--- config.mk ---
export PLATFORM = sky130hd
export DESIGN_NAME = buf_fifo
export DESIGN_NICKNAME = d
export VERILOG_FILES = /design/src/rtl/buf_fifo.sv
export SDC_FILE = /design/constraint.sdc
export NUM_CORES = 1
export LEC_CHECK = 0
export CORE_MARGIN = 2
export CORE_UTILIZATION = 53
export CTS_CLUSTER_SIZE = 10
export DETAILED_ROUTE_END_ITERATION = 10
export GPL_TIMING_DRIVEN = 0
export HOLD_SLACK_MARGIN = 0.15
export PLACE_DENSITY_LB_ADDON = 0.15
export SYNTH_ARGS = -nofsm -noshare
export SYNTH_HDL_FRONTEND = slang
export SYNTH_SLANG_ARGS = --single-unit
--- constraint.sdc ---
create_clock -name clk -period 2.6 [get_ports clk]
set_input_delay 0.39 -clock clk [delete_from_list [all_inputs] [get_ports clk]]
set_output_delay 0.39 -clock clk [all_outputs]
set_load 0.02 [all_outputs]
--- src/rtl/buf_fifo.sv ---
// buf_fifo: WIDTH x DEPTH first-word fall-through FIFO with valid/ready handshakes on both sides.
// Define BUF_BYPASS_EN to add a zero-latency pass-through path while the buffer is empty.
module buf_fifo #(
   parameter int unsigned WIDTH = 16,
   parameter int unsigned DEPTH = 4,
   localparam int unsigned CW = $clog2(DEPTH) + 1
) (
   input  logic             clk,
   input  logic             rst_n,
   input  logic             clr,
   input  logic [WIDTH-1:0] bufin,
   input  logic             in_valid,
   output logic             in_ready,
   output logic [WIDTH-1:0] bufout,
   output logic             out_valid,
   input  logic             out_ready,
   output logic [CW-1:0]    count,
   output logic             full,
   output logic             empty
);

   localparam int unsigned AW = $clog2(DEPTH);
   localparam logic [CW-1:0] FULL_CNT = CW'(DEPTH);

   logic [WIDTH-1:0] mem [DEPTH];
   logic [AW-1:0]    wr_ptr;
   logic [AW-1:0]    rd_ptr;
   logic             push;
   logic             pop;
   logic             bypass;
   logic             wr_en;
   logic             rd_en;

   assign full     = (count == FULL_CNT);
   assign empty    = (count == '0);
   assign in_ready = !full;
   assign push     = in_valid && in_ready;
   assign pop      = out_valid && out_ready;

`ifdef BUF_BYPASS_EN
   assign bypass    = empty && in_valid && !clr;
   assign out_valid = !empty || bypass;
   assign bufout    = empty ? bufin : mem[rd_ptr];
`else
   assign bypass    = 1'b0;
   assign out_valid = !empty;
   assign bufout    = mem[rd_ptr];
`endif

   // A word taken straight through the bypass is never stored.
   assign wr_en = push && !(bypass && out_ready);
   assign rd_en = pop && !empty;

   always_ff @(posedge clk) begin
      if (wr_en && !clr) begin
         mem[wr_ptr] <= bufin;
      end
   end

   always_ff @(posedge clk or negedge rst_n) begin
      if (!rst_n) begin
         wr_ptr <= '0;
         rd_ptr <= '0;
         count  <= '0;
      end else if (clr) begin
         wr_ptr <= '0;
         rd_ptr <= '0;
         count  <= '0;
      end else begin
         if (wr_en) begin
            wr_ptr <= wr_ptr + AW'(1);
         end
         if (rd_en) begin
            rd_ptr <= rd_ptr + AW'(1);
         end
         case ({wr_en, rd_en})
            2'b10:   count <= count + CW'(1);
            2'b01:   count <= count - CW'(1);
            default: count <= count;
         endcase
      end
   end

endmodule

==> changes_impl.md <==
## Implementation

- Status: finished clean
- Worst r2r src: count[2]$_DFFE_PN0P_
- Global-route wire length before repair: 8250 um
- Largest net degree at the start of global routing: 17
- Logic inverters: 6
- Vias post-DR: 1571
- CTS Buf Count: 9
- Clock power frac: 28.1%
- Resize count post-CTS: 0
- Logic area: 757 um2
- Initial DRT Pass Iterations: 4
- CTS Hold Bufs: 0
- Critical path class: reg -> out
- RR Endpoint: count[1]$_DFFE_PN0P_
- PortBufs: 42
- Synthesis-to-layout area growth: 23.2%
- Worst Hold Class: in -> reg
- Fillers: 375
- Critical path launch point type: register
- Min-delay src: clr
- Multi-In Gates: 65
- Die area: 0.00621 mm2
- Worst R2R Setup Slack: 480 ps
- CP Depth: 4
- Synth cell types: 39
- Vias in the first global route: 1714
- Buffering overhead: 13.8%
- Yosys Warn Count: 0
- Clk sinks: 71
- Layout Cells excl Fill: 282
- Io pins: 44
- Worst EP required: 2210 ps
- Peak supply drop: 454 uV
- GRT Residual Overflow: 0
- Die X: 78.8 um
- Routed WL per cell: 18.2 um
- Antenna Nets Post-Route: 0
- Synth Area per Inst: 19.5 um2
- Cells after DPL: 266
- Power Clock: 0.000789 W
- Drt via density: 5.57
- Pleak: 1.24 nW
- Count of non-CTS buffers in the layout: 52
- Drt drc: 0
- Critical path's slowest cell: mux4_1
- Crit path DAT: 2140 ps
- Asr flop ratio synth: 9.86%
- Chip Height: 78.8 um
- Pwr Density: 768 mW/mm2
- Initial antenna violation count: 0
- Worst setup margin: 68.5 ps
- Fraction of area in clock buffers and inverters: 4.89%
- FP Core Util: 54.5%
- Post-synth net total: 178
- Post-synth area from yosys stat: 0.00297 mm2
- Gate power share: 24.6%
- Leading cell kind: flip-flops and latches
- Max stage delay on crit path: 570 ps
- Clkbuf count: 10
- Final worst-path cycle share: 97.4%
- Seq/Total Area, Yosys: 70.7%
- Setup Fix Bufs, Post-CTS: 0
- Net Sw Power: 0.000722 W
- Top Layout Cells: 64 x edfxtp_1, 42 x clkdlybuf4s50_1, 9 x mux4_2, 9 x clkbuf_8
- Clock H-tree levels: 3
- Worst slew pin tran: 865 ps
- GRT Overall Usage: 18.1%
- Ys cells: 152
- Clock slew at the register clock pins of the worst setup and hold paths: 70 ps
- Power Combinational: 0.000692 W
- Antenna cell count: 0
- Worst hold endpoint: wr_ptr[1]$_DFFE_PN0P_
- GP Congestion: 0.802
- Max Root-Sink Buffers: 2
- NumNets Final: 231
- Worst path top cell family by delay: buffers and inverters
- CTS tree: yes
==> metrics by stage <==
step | cell area [um2] | setup TNS (ps)
after floorplan | 2970 | 0
after global placement | 3480 | 0
after detailed placement | 3480 | -121
after CTS | 3660 | 0
after global routing | 3660 | 0
final | 3660 | 0
==> kinds of logic after synthesis <==
kind of cell,count (synthesis),synth area share [%]
compound gates,17,4.05
xor+xnor,3,0.886
fa+ha+maj,5,2.36
buf+inv,16,3.80
flops,71,70.7
mux,16,13.0
simple gates,24,5.19
==> Yosys cell counts, drive strengths merged (2+ instances only) <==
library cell   n  share of area, %
edfxtp        64                65
mux4          16                13
buf           10               2.9
dfrtp          7               5.9
a21oi          6               1.3
and2           5               1.1
inv            5              0.63
nand2b         5               1.1
ha             4               1.7
nand3          3              0.51
o21ai          3              0.63
nand3b         2              0.51
nor2           2              0.25
or3            2              0.42
xor2           2              0.59
==> sequential cells by signal (all words and copies together) (netlist names) <==
signal,count
rd_ptr,2
mem,64
wr_ptr,2
count,3
==> how the worst max path moves through the flow <==
| stage | start | to | slack (ps) |
|---|---|---|---|
| after floorplan | count[2]$_DFFE_PN0P_ | count[1]$_DFFE_PN0P_ | 660 |
| after global placement | in_valid | mem[0][0]$_DFFE_PP_ | 90 |
| after detailed placement | in_valid | mem[2][2]$_DFFE_PP_ | -8 |
| after CTS | rd_ptr[0]$_DFFE_PN0P_ | bufout[7] | 30 |
| after global routing | rd_ptr[0]$_DFFE_PN0P_ | bufout[7] | 2 |
| final | rd_ptr[0]$_DFFE_PN0P_ | bufout[7] | 70 |
==> layer usage <==
| metal | GRT usage (%) | wire, um |
|---|---|---|
| met1 | 20.9 | 2000 |
| met4 | 9.66 | 53 |
| met3 | 4.09 | 266 |
| met5 | 0 | 0 |
| met2 | 31.6 | 2800 |
Fig. 1: power grid
Bar = 20 um. Pins as bars on the die edge.
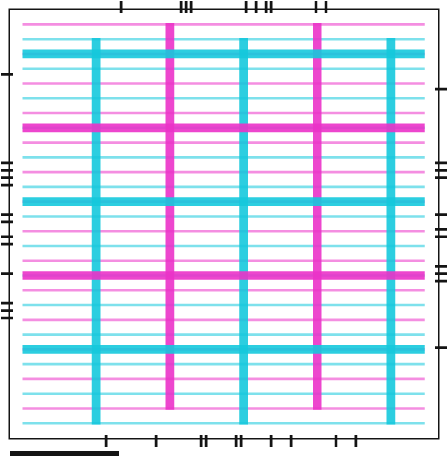
- magenta: VDD
- cyan: VSS
- met1 rails: 28
- rows: 27

Fig. 2: placed cells, one color a class
Bar = 20 um.
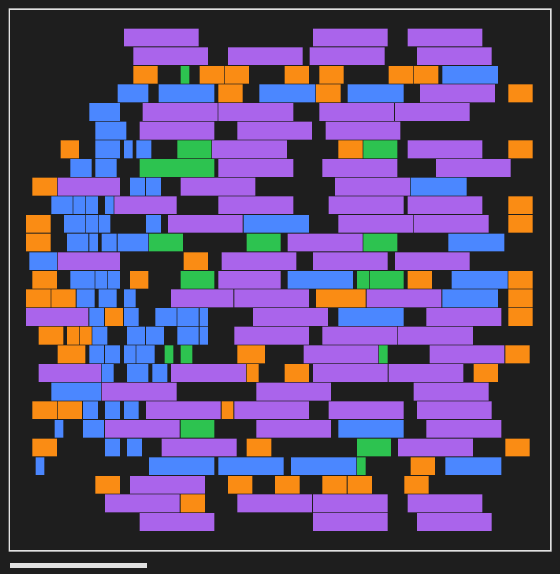
- green: clock drivers and dummy loads (cells 16; share of their area 5.0%)
- orange: other buffers and delay cells (cells 52; share of their area 14%)
- blue: all other logic (cells 71; share of their area 22%)
- purple: flip-flops (cells 71; share of their area 59%)
design area: 0.00366 mm2
core area: 0.00544 mm2
final core utilization: 67.2%
Seq area share: 57.4%
Row Count: 27

Fig. 3: clock wires, drivers and flops
Bar = 20 um.
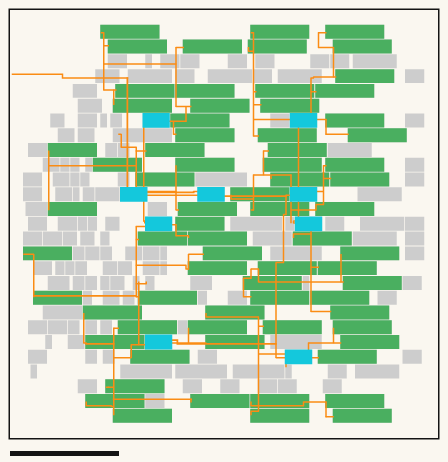
- green: flip-flops (count 71)
- orange: clock wires (length 713 um)
- cyan: cells driving clock nets (count 9)
- routed clock nets: 10

Power and IR drop assume default switching activity.
